**src/rtl/tx_serializer_pkg.sv**
```systemverilog
// Shared UART definitions: line-state encoding, word-length codes, captured frame config.
// No latency of its own; helpers are pure combinational functions.
// No flow control here; imported by both the transmitter and the receiver.
package tx_serializer_pkg;

    typedef enum logic [2:0] {
        ST_IDLE   = 3'd0,
        ST_LOAD   = 3'd1,
        ST_START  = 3'd2,
        ST_DATA   = 3'd3,
        ST_PARITY = 3'd4,
        ST_STOP   = 3'd5
    } uart_state_t;

    typedef enum logic [1:0] {
        WL_5 = 2'b00,
        WL_6 = 2'b01,
        WL_7 = 2'b10,
        WL_8 = 2'b11
    } word_len_t;

    typedef struct packed {
        word_len_t wlen;
        logic      two_stop;
        logic      par_en;
        logic      par_bit;
    } frame_cfg_t;

    function automatic logic [7:0] data_mask(input word_len_t wlen);
        case (wlen)
            WL_5:    return 8'h1F;
            WL_6:    return 8'h3F;
            WL_7:    return 8'h7F;
            default: return 8'hFF;
        endcase
    endfunction

    // Index of the final data bit: 4..7 for 5..8-bit words.
    function automatic logic [2:0] last_data_idx(input word_len_t wlen);
        return {1'b1, wlen};
    endfunction

    function automatic logic parity_bit(input logic [7:0] data, input word_len_t wlen,
                                        input logic even, input logic stick);
        logic x;
        x = ^(data & data_mask(wlen));
        if (stick) return ~even;
        return even ? x : ~x;
    endfunction

endpackage

```
**src/rtl/tx_baud_counter.sv**
```systemverilog
// Bit-period timer: loads period-1 (period 0 treated as 1), counts down, auto-reloads at 0.
// tick is combinational from the count register; first tick period cycles after load.
// No backpressure; free-running between loads.
module tx_baud_counter #(
    parameter int W = 16
) (
    input  logic         clk,
    input  logic         rst_n,
    input  logic         load,
    input  logic [W-1:0] period,
    output logic         tick
);

    logic [W-1:0] period_m1;
    logic [W-1:0] reload_q;
    logic [W-1:0] cnt_q;

    assign period_m1 = (period == '0) ? '0 : period - 1'b1;

    always_ff @(posedge clk or negedge rst_n) begin
        if (!rst_n) begin
            reload_q <= '0;
            cnt_q    <= '0;
        end else if (load) begin
            reload_q <= period_m1;
            cnt_q    <= period_m1;
        end else if (cnt_q == '0) begin
            cnt_q    <= reload_q;
        end else begin
            cnt_q    <= cnt_q - 1'b1;
        end
    end

    assign tick = (cnt_q == '0);

endmodule

```
**src/rtl/tx_serializer.sv**
```systemverilog
// UART transmitter: pops bytes from an upstream FIFO and serialises start/data/parity/stop.
// Start bit begins 2 cycles after the pop strobe; Sout is registered (break adds 1 cycle).
// Pops only when FifoEmpty=0; back-to-back frames with no idle bit while data is queued.
module tx_serializer
    import tx_serializer_pkg::*;
#(
    parameter int DIV_WIDTH = 16
) (
    input  logic                 Clock,
    input  logic                 Reset_n,
    input  logic [DIV_WIDTH-1:0] Divisor,
    input  logic [1:0]           WordLen,
    input  logic                 TwoStop,
    input  logic                 ParEn,
    input  logic                 ParEven,
    input  logic                 ParStick,
    input  logic                 SetBreak,
    input  logic                 FifoEmpty,
    input  logic [7:0]           FifoQ,
    output logic                 FifoRdEn,
    output logic                 Sout,
    output logic                 TxBusy,
    output logic                 TxDone
);

    uart_state_t state_q, state_d;
    frame_cfg_t  cfg_q, cfg_d;
    logic [7:0]  shreg_q, shreg_d;
    logic [2:0]  bit_idx_q, bit_idx_d;
    logic        stop2_q, stop2_d;
    logic        line_q, line_d;
    logic        sout_q;
    logic        run_q;
    logic        cnt_load;
    logic        tick;
    logic        rd_en;
    logic        done;

    tx_baud_counter #(.W(DIV_WIDTH)) u_baud (
        .clk    (Clock),
        .rst_n  (Reset_n),
        .load   (cnt_load),
        .period (Divisor),
        .tick   (tick)
    );

    // line_d is the frame line level for the next cycle; Sout registers it so
    // every transition lands exactly on a bit boundary.
    always_comb begin
        state_d   = state_q;
        cfg_d     = cfg_q;
        shreg_d   = shreg_q;
        bit_idx_d = bit_idx_q;
        stop2_d   = stop2_q;
        line_d    = line_q;
        cnt_load  = 1'b0;
        rd_en     = 1'b0;
        done      = 1'b0;
        unique case (state_q)
            ST_IDLE: begin
                line_d = 1'b1;
                if (run_q && !FifoEmpty) begin
                    rd_en   = 1'b1;
                    state_d = ST_LOAD;
                end
            end
            ST_LOAD: begin
                cnt_load       = 1'b1;
                shreg_d        = FifoQ;
                cfg_d.wlen     = word_len_t'(WordLen);
                cfg_d.two_stop = TwoStop;
                cfg_d.par_en   = ParEn;
                cfg_d.par_bit  = parity_bit(FifoQ, word_len_t'(WordLen), ParEven, ParStick);
                bit_idx_d      = 3'd0;
                stop2_d        = 1'b0;
                line_d         = 1'b0;
                state_d        = ST_START;
            end
            ST_START: begin
                if (tick) begin
                    line_d  = shreg_q[0];
                    state_d = ST_DATA;
                end
            end
            ST_DATA: begin
                if (tick) begin
                    if (bit_idx_q == last_data_idx(cfg_q.wlen)) begin
                        if (cfg_q.par_en) begin
                            line_d  = cfg_q.par_bit;
                            state_d = ST_PARITY;
                        end else begin
                            line_d  = 1'b1;
                            state_d = ST_STOP;
                        end
                    end else begin
                        bit_idx_d = bit_idx_q + 3'd1;
                        shreg_d   = {1'b0, shreg_q[7:1]};
                        line_d    = shreg_q[1];
                    end
                end
            end
            ST_PARITY: begin
                if (tick) begin
                    line_d  = 1'b1;
                    state_d = ST_STOP;
                end
            end
            ST_STOP: begin
                line_d = 1'b1;
                if (tick) begin
                    if (cfg_q.two_stop && !stop2_q) begin
                        stop2_d = 1'b1;
                    end else begin
                        done = 1'b1;
                        if (!FifoEmpty) begin
                            rd_en   = 1'b1;
                            state_d = ST_LOAD;
                        end else begin
                            state_d = ST_IDLE;
                        end
                    end
                end
            end
            default: begin
                state_d = ST_IDLE;
            end
        endcase
    end

    // run_q holds off the first pop until the cycle after reset release.
    always_ff @(posedge Clock or negedge Reset_n) begin
        if (!Reset_n) begin
            state_q   <= ST_IDLE;
            cfg_q     <= '0;
            shreg_q   <= '0;
            bit_idx_q <= '0;
            stop2_q   <= 1'b0;
            line_q    <= 1'b1;
            sout_q    <= 1'b1;
            run_q     <= 1'b0;
        end else begin
            state_q   <= state_d;
            cfg_q     <= cfg_d;
            shreg_q   <= shreg_d;
            bit_idx_q <= bit_idx_d;
            stop2_q   <= stop2_d;
            line_q    <= line_d;
            sout_q    <= line_d & ~SetBreak;
            run_q     <= 1'b1;
        end
    end

    assign FifoRdEn = rd_en;
    assign TxDone   = done;
    assign TxBusy   = rd_en | (state_q != ST_IDLE);
    assign Sout     = sout_q;

endmodule

```
**config.mk**
```make
export PLATFORM = sky130hd
export DESIGN_NAME = tx_serializer
export DESIGN_NICKNAME = d
export VERILOG_FILES = /design/src/rtl/tx_serializer_pkg.sv /design/src/rtl/tx_baud_counter.sv /design/src/rtl/tx_serializer.sv
export SDC_FILE = /design/constraint.sdc
export NUM_CORES = 1
export LEC_CHECK = 0
export CORE_ASPECT_RATIO = 0.6
export CORE_MARGIN = 8
export CORE_UTILIZATION = 34
export DETAILED_ROUTE_END_ITERATION = 6
export PLACE_DENSITY = 0.55
export SYNTH_ARGS = -nofsm -noshare
export SYNTH_HDL_FRONTEND = slang
export SYNTH_SLANG_ARGS = --single-unit
```
**constraint.sdc**
```tcl
create_clock -name Clock -period 3.7 [get_ports Clock]
set_input_delay 0.74 -clock Clock [delete_from_list [all_inputs] [get_ports Clock]]
set_output_delay 0.74 -clock Clock [all_outputs]
set_load 0.005 [all_outputs]
```
Figure 1. Metal 1 (run 1).
Bar = 50 um. Supply wires on this layer in grey.
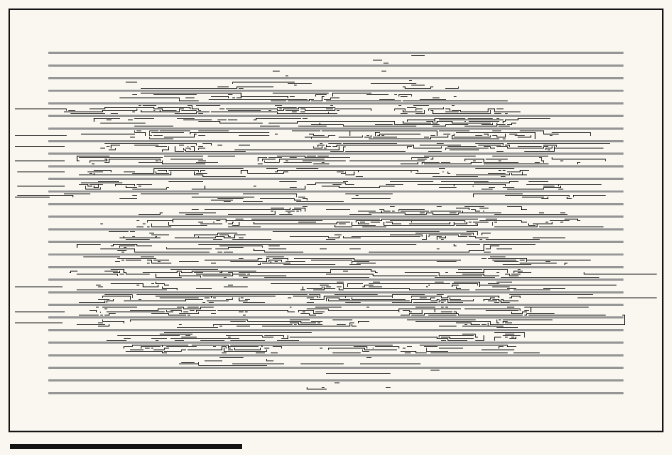
nets with wire on the layer = 392
longest straight run = 46.9 um
share of all routed wire = 58%
wire length on this layer = 5090 um
Routed Wire Length: 8.74 mm
Vias: 2738
M1 GR Usage: 22.4%

Figure 2. Met2 routing (run 1).
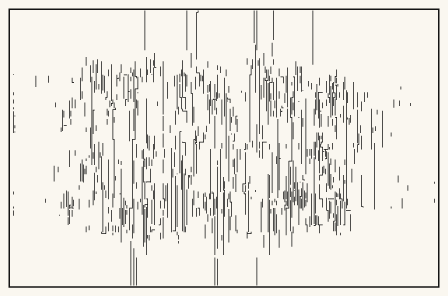
share of all routed wire = 36%
longest straight run = 38.8 um
grt met2 use: 17.8%

Figure 3. M3 wires (run 1).
Bar = 50 um.
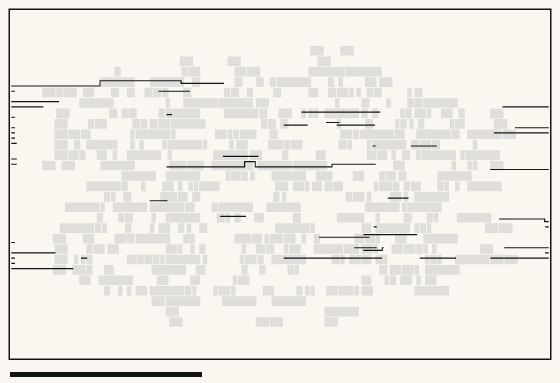
main direction = horizontal
nets with wire on the layer = 41
longest straight run = 25.3 um
wire length on this layer = 415 um
M3 GR Usage: 3.27%

Figure 4. The clock network (run 1).
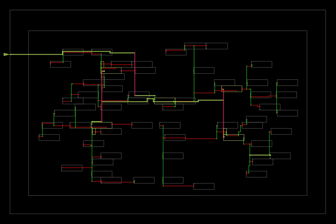
clkbuf count: 8
Flops: 55

==> GITHUB_STEP_SUMMARY, run 1 <==
## Implementation flow summary

| Metric | Value |
|---|---|
| Worst-Skew Late Latency | approximately 0.29 ns |
| Power Clock | 462 uW |
| Hold-fix buffers, CTS | 0 |
| Top-area cell share | approximately two fifths |
| Headroom to the max-slew limit | between 10% and 20% |
| Tot Pwr | about 2000 uW |
| Vias per cell | ~5.4 |
| Crit-path cells | inv_1, ha_1, nor4b_2, and4_1, and3_1, a22oi_1, nor3_1, clkdlybuf4s50_1 |
| Xor+xnor area frac | 7.88% |
| Commonest Layout Cell | dfrtp_1 |
| DP Wirelength | approximately 6.3 mm |
| DRT antenna net count | 0 |
| RSZ-0062 raised after global routing | false |
| Tapcell count | 116 |
| Antenna violations before repair | 0 |
| Post-synth EDFFs | 0 |
| Combinational Gates | ~270 |
| Layout cells sized above 1 | under 10% |
| Ranking of synthesized cells by instance count | dfrtp_1, nand2_1, nor2_1 |
| CTS tree | done |
| Final WS setup | between 0.15 and 0.2 ns |
| Pins Over Slew Limit | 0 |
| P_comb | between 500 and 600 uW |
| Synth Warn # | 0 |
| Yosys adder share | between 1.5 and 2% |
| Most Crowded Layer GR | met1 |
| Hold Slack | about 0.49 ns |
| #FFs+latches synth | between 50 and 60 |
| Seq/total area | between 30% and 40% |
| Sequential power share | between 40% and 50% |
| Synthesized area per cell | between 8 and 9 um2 |
| Critical Path Source | u_baud.cnt_q[0] |
| CTS Buffer Depth | 2 |
| Dpl ws | 0.546 ns |
| Max Cap Viol | 0 |
| Max power group | sequential cells |
| Die H | ~91 um |
| Final setup viols | 0 |
| Clock Pin Slew Worst Setup and Hold Paths | 0.07 ns |
| Delay-heaviest family, CP | simple AND/OR/NAND/NOR gates |
| Crit path time final | 3.52 ns |
| Highest routing layer actually used | met4 |
| Leak | 0.00160 uW |
| Outcome | completed |
| Routability Congestion | between 0.7 and 0.8 |
| Summed standard-cell area reported by yosys | roughly 3200 um2 |
| Area leader, netlist | dfrtp_1 |
| Pre-antenna DRT Iters | 5 |
| Final period utilization | 95.1% |
| Largest net degree at the start of global routing | 36 |
| Worst setup path class | register to output pin |
| Setup TNS Final | 0 ns |
| M1 wire length | about 5 mm |
| Area grow syn2layout | 20.4% |
| Reg-to-reg critical path endpoint | u_baud.cnt_q[11] |
| Initial DRC Count | around 210 |
| Sequential-to-total area share from yosys stat | ~43% |
| Clk_skew | ~0.0033 ns |
| Worst Setup Start Kind | register |
| Placed Area | about 3700 um2 |
| Maximum vdd drop | roughly 0.22 mV |
| Top cell category | combinational gates |
| FILL cells | around 920 |
| CP Capture Type | output pin |
| Buffering overhead | 12.0% |
| PortBufs | 37 |
| Overall Global Routing Usage | roughly 14% |
| Non-clk invs | 10 |
| Synth unique cells | between 50 and 60 |
| I/O pin total | 38 |
| Hold Path End | u_baud.reload_q[2] |
| Row count | 27 |
| CP max-delay cell | clkdlybuf4s50_1 |
| CTS buffer count | 5 |
| CP arrival | 2.78 ns |
| Crit path buf inv count | 2 |
| Setup bufs post-CTS | 0 |
| DIE AREA | roughly 13000 um2 |
| First-pass GRT wire length | around 14 mm |
| Log Warnings | 27 |
| Hold Path Origin | u_baud.reload_q[2] |
| Cell area leaders | dfrtp_1, xnor2_1, nand2_1, nor2_1, o21ai_0 |
| Met3 Routed Length | around 420 um |
| Clock Tree Root | clkbuf_16 |
| Logic area | about 1700 um2 |
| Post-Synthesis Cell Area | 3180 um2 |
| Dominant comb cell | simple AND/OR/NAND/NOR gates |
| CTS resizes | 0 |
| Internal power | approximately 1300 uW |
| Async SR Flop Fraction | 100% |
| Signal buffers | roughly 48 |
| R2r startpoint | u_baud.cnt_q[0] |
| WP data required | a little under 3 ns |
| Mapped Nets | a little under 400 |
| Tightest Pin Transition | between 1 and 1.5 ns |
| Worst setup path end | FifoRdEn |
| Hold Vio Cnt, Final | 0 |
| Core ar. | ~9000 um2 |
| Share of power burned in combinational logic | 29.5% |
| Syn Inst Count | around 350 |
| # diodes | 0 |
==> run 1 -> run 2 <==
--- a/config.mk
+++ b/config.mk
@@ -6,8 +6,10 @@
 export NUM_CORES = 1
 export LEC_CHECK = 0
 export CORE_ASPECT_RATIO = 0.6
-export CORE_MARGIN = 8
+export CORE_MARGIN = 1.5
 export CORE_UTILIZATION = 34
+export CTS_CLUSTER_DIAMETER = 150
+export CTS_CLUSTER_SIZE = 30
 export DETAILED_ROUTE_END_ITERATION = 6
 export PLACE_DENSITY = 0.55
 export SYNTH_ARGS = -nofsm -noshare
Figure 5. Met2 routing (run 2).
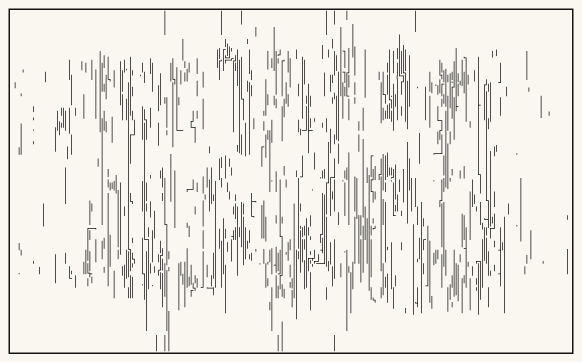
longest straight run = 37.9 um
nets with wire on the layer = 346
Vias: 2845
grt met2 use: 24.7%
Routed Wire Length: 8.78 mm

==> run 2 against run 1 <==
Fmax grew 8.7%. Synthesized area is the same. Die area shrank 22%. Sequential power grew 0.6%. Flip-flop count is the same. Highest routed layer unchanged. Clock skew grew 0.0022 ns. Count of clock-buffer cells in the layout is the same.
==> GITHUB_STEP_SUMMARY, run 2 <==
## Implementation flow summary

| Metric | Value |
|---|---|
| # diodes | 0 (unchanged) |
| Max Cap Viol | 0 (unchanged) |
| P_comb | 592 uW (+1%) |
| Area grow syn2layout | 21.5% |
| Tightest Pin Transition | 1.21 ns (-0.0552 ns) |
| DP Wirelength | 6.17 mm (-1.4%) |
| M1 wire length | 4.89 mm (-3.9%) |
| Final setup viols | 0 (unchanged) |
| Outcome | completed |
| Yosys adder share | 1.58% (unchanged) |
| Antenna violations before repair | 0 (unchanged) |
| Non-clk invs | 10 (unchanged) |
| Commonest Layout Cell | dfrtp_1 |
| Most Crowded Layer GR | met1 |
| Signal buffers | 50 (+4.2%) |
| Log Warnings | 27 (unchanged) |
| Synthesized area per cell | 9.00 um2 (unchanged) |
| Combinational Gates | 269 (unchanged) |
| R2r startpoint | u_baud.cnt_q[2] |
| Worst setup path class | register to output pin |
| Clk_skew | 0.00556 ns (+0.00224 ns) |
| Synth Warn # | 0 (unchanged) |
| Row count | 27 (unchanged) |
| Synth unique cells | 58 (unchanged) |
| Worst setup path end | FifoRdEn |
| RSZ-0062 raised after global routing | false |
| Setup bufs post-CTS | 0 (unchanged) |
| DRT antenna net count | 0 (unchanged) |
| Max power group | sequential cells |
| Initial DRC Count | 168 (-20%) |
| Maximum vdd drop | 0.225 mV (+1.2%) |
| Sequential power share | 46.0% (-1.1 points) |
| Setup TNS Final | 0 ns (unchanged) |
| Syn Inst Count | 353 (unchanged) |
| CTS Buffer Depth | 2 (unchanged) |
| Crit path buf inv count | 3 (+1) |
| Crit path time final | 3.24 ns (-0.280 ns) |
| Post-Synthesis Cell Area | 3180 um2 (unchanged) |
| CTS buffer count | 5 (unchanged) |
| Mapped Nets | 391 (unchanged) |
| Internal power | 1360 uW (+2.9%) |
| Area leader, netlist | dfrtp_1 |
| Top cell category | combinational gates |
| Pre-antenna DRT Iters | 4 (-1) |
| Top-area cell share | 41.7% (unchanged) |
| Placed Area | 3700 um2 (+0.41%) |
| Buffering overhead | 12.3% (+0.28 points) |
| Clock Pin Slew Worst Setup and Hold Paths | 0.07 ns (about the same) |
| Pins Over Slew Limit | 0 (unchanged) |
| Hold Slack | 0.483 ns (-0.00231 ns) |
| Cell area leaders | dfrtp_1, xnor2_1, nand2_1, nor2_1, o21ai_0 |
| Async SR Flop Fraction | 100% (unchanged) |
| WP data required | 2.96 ns (about the same) |
| Logic area | 1670 um2 (unchanged) |
| Summed standard-cell area reported by yosys | 3180 um2 (unchanged) |
| DIE AREA | 9950 um2 (-22%) |
| Xor+xnor area frac | 7.88% (unchanged) |
| Routability Congestion | 0.840 (+8.6%) |
| First-pass GRT wire length | 14.6 mm (+1.5%) |
| M1 GR Usage | 31.0% (+8.6 points) |
| Crit-path cells | inv_1, ha_1, nor4b_2, buf_4, and4_1, and3_1, a22oi_1, nor3_1, clkdlybuf4s50_1 |
| CP max-delay cell | clkdlybuf4s50_1 |
| Dominant comb cell | simple AND/OR/NAND/NOR gates |
| M3 GR Usage | 3.72% (+0.45 points) |
| Power Clock | 509 uW (+10%) |
| Clkbuf count | 8 (unchanged) |
| Share of power burned in combinational logic | 29.0% (-0.5 points) |
| Headroom to the max-slew limit | 18.6% (+3.7 points) |
| Layout cells sized above 1 | 8.42% (+0.98 points) |
| Met3 Routed Length | 495 um (+19%) |
| Critical Path Source | u_baud.cnt_q[0] |
| Highest routing layer actually used | met4 |
| Leak | 0.00162 uW (+1.4%) |
| Worst-Skew Late Latency | 0.29 ns (about the same) |
| Final WS setup | 0.461 ns (+0.280 ns) |
| #FFs+latches synth | 55 (unchanged) |
| Tapcell count | 116 (unchanged) |
| Core ar. | 9120 um2 (unchanged) |
| Die H | 77.9 um (-14%) |
| CTS tree | done |
| Final period utilization | 87.5% (-7.6 points) |
| Delay-heaviest family, CP | buffers and inverters |
| Vias per cell | 5.60 (+3.5%) |
| Sequential-to-total area share from yosys stat | 43.4% (unchanged) |
==> run 2 -> run 3 <==
--- a/config.mk
+++ b/config.mk
@@ -5,13 +5,15 @@
 export SDC_FILE = /design/constraint.sdc
 export NUM_CORES = 1
 export LEC_CHECK = 0
+export CELL_PAD_IN_SITES_DETAIL_PLACEMENT = 0
+export CELL_PAD_IN_SITES_GLOBAL_PLACEMENT = 1
 export CORE_ASPECT_RATIO = 0.6
 export CORE_MARGIN = 1.5
 export CORE_UTILIZATION = 34
 export CTS_CLUSTER_DIAMETER = 150
 export CTS_CLUSTER_SIZE = 30
 export DETAILED_ROUTE_END_ITERATION = 6
-export PLACE_DENSITY = 0.55
+export PLACE_DENSITY = 0.68
 export SYNTH_ARGS = -nofsm -noshare
 export SYNTH_HDL_FRONTEND = slang
 export SYNTH_SLANG_ARGS = --single-unit
Figure 6. M3 wires (run 3).
Bar = 50 um.
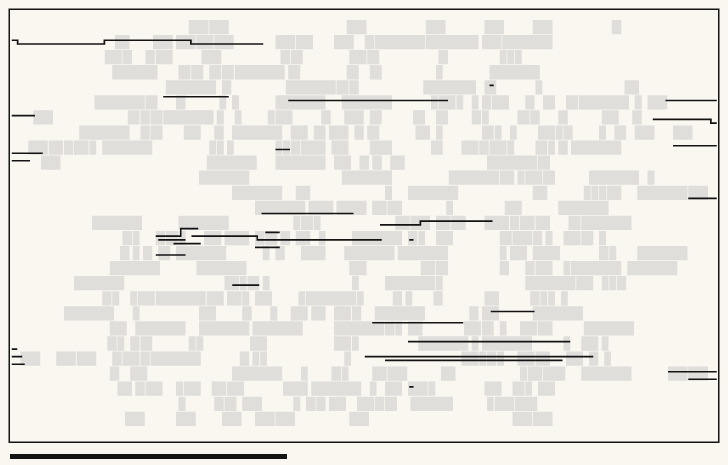
share of all routed wire = 4.8%
main direction = horizontal
nets with wire on the layer = 28
Vias: 2718
Routed Wire Length: 8.06 mm
M3 GR Usage: 3.66%

==> run 3 against run 2 <==
Clock skew rose by 0.0011 ns. Worst setup slack got worse by 0.026 ns. Synthesized cell count did not move. Critical path depth fell by 2. Cell area fell by 0.45%. Sequential share of layout area rose by 0.16 points. Final cell count did not move. Synthesized area did not move. Total power fell by 1.4%. Die area did not move. Sequential power fell by 0.5%. Critical path type unchanged. Largest power group unchanged.
==> GITHUB_STEP_SUMMARY, run 3 <==
## Implementation flow summary

| Metric | Value |
|---|---|
| Post-Synthesis Cell Area | 3180 um2 (unchanged) |
| Core ar. | 9120 um2 (unchanged) |
| R2r startpoint | u_baud.cnt_q[2] |
| Crit path time final | 3.26 ns (+0.0260 ns) |
| P_comb | 585 uW (-1%) |
| Cell area leaders | dfrtp_1, xnor2_1, nand2_1, nor2_1, o21ai_0 |
| Synth unique cells | 58 (unchanged) |
| Highest routing layer actually used | met4 |
| Outcome | completed |
| Most Crowded Layer GR | met1 |
| Setup bufs post-CTS | 0 (unchanged) |
| Final setup viols | 0 (unchanged) |
| Critical Path Source | u_baud.cnt_q[4] |
| Area leader, netlist | dfrtp_1 |
| CP max-delay cell | clkdlybuf4s50_1 |
| Met3 Routed Length | 384 um (-22%) |
| Log Warnings | 27 (unchanged) |
| Async SR Flop Fraction | 100% (unchanged) |
| Leak | 0.00161 uW (-0.58%) |
| Maximum vdd drop | 0.213 mV (-5.5%) |
| M1 wire length | 4.50 mm (-8.0%) |
| Commonest Layout Cell | dfrtp_1 |
| Placed Area | 3690 um2 (-0.34%) |
| Sequential-to-total area share from yosys stat | 43.4% (unchanged) |
| Final routed DRC violation total | 0 |
| Vias per cell | 5.35 (-4.5%) |
| Pre-antenna DRT Iters | 4 (unchanged) |
| Share of power burned in combinational logic | 29.1% (about the same) |
| Buffering overhead | 12.0% (-0.27 points) |
| Antenna violations before repair | 0 (unchanged) |
| Top-area cell share | 41.7% (unchanged) |
| Sequential power share | 46.4% (+0.4 points) |
| M1 GR Usage | 28.2% (-2.8 points) |
| Combinational Gates | 269 (unchanged) |
| Layout cells sized above 1 | 8.42% (unchanged) |
| Yosys adder share | 1.58% (unchanged) |
| Clk_skew | 0.00668 ns (+0.00112 ns) |
| Setup TNS Final | 0 ns (unchanged) |
| Clkbuf count | 7 (-1) |
| Tightest Pin Transition | 1.11 ns (-0.101 ns) |
| Routability Congestion | 0.808 (-3.9%) |
| CP Capture Type | output pin |
| Initial DRC Count | 156 (-7.1%) |
| Xor+xnor area frac | 7.88% (unchanged) |
| Highest cell delay on the worst timing path | roughly 0.52 ns |
| Max power group | sequential cells |
| Synthesized area per cell | 9.00 um2 (unchanged) |
| Delay-heaviest family, CP | simple AND/OR/NAND/NOR gates |
| CTS Buffer Depth | 2 (unchanged) |
| Row count | 27 (unchanged) |
| Tapcell count | 116 (unchanged) |
| Syn Inst Count | 353 (unchanged) |
| CTS tree | done |
| Dominant comb cell | simple AND/OR/NAND/NOR gates |
| CTS buffer count | 5 (unchanged) |
| Grt met2 use | 22.9% (-1.8 points) |
| Non-clk invs | 10 (unchanged) |
| Synth Warn # | 0 (unchanged) |
| DIE AREA | 9950 um2 (unchanged) |
| First-pass GRT wire length | 13.5 mm (-7.7%) |
| Die H | 77.9 um (unchanged) |
| Clock Pin Slew Worst Setup and Hold Paths | 0.07 ns (about the same) |
| Signal buffers | 50 (unchanged) |
| Logic share of the area | 43.4% |
| Power Clock | 493 uW (-3%) |
| RSZ-0062 raised after global routing | false |
| Final period utilization | 88.2% (+0.70 points) |
| Pins Over Slew Limit | 0 (unchanged) |
| FILL cells | about 900 |
| Headroom to the max-slew limit | 25.4% (+6.8 points) |
| WP data required | 2.96 ns (about the same) |
| Area grow syn2layout | 21.0% |
| Mapped Nets | 391 (unchanged) |
| Crit path buf inv count | 2 (-1) |
| Hold Slack | 0.483 ns (+0.000493 ns) |
| Worst setup path class | register to output pin |
| Summed standard-cell area reported by yosys | 3180 um2 (unchanged) |
Power figures rest on the tool's default switching activity, not on a simulated workload.
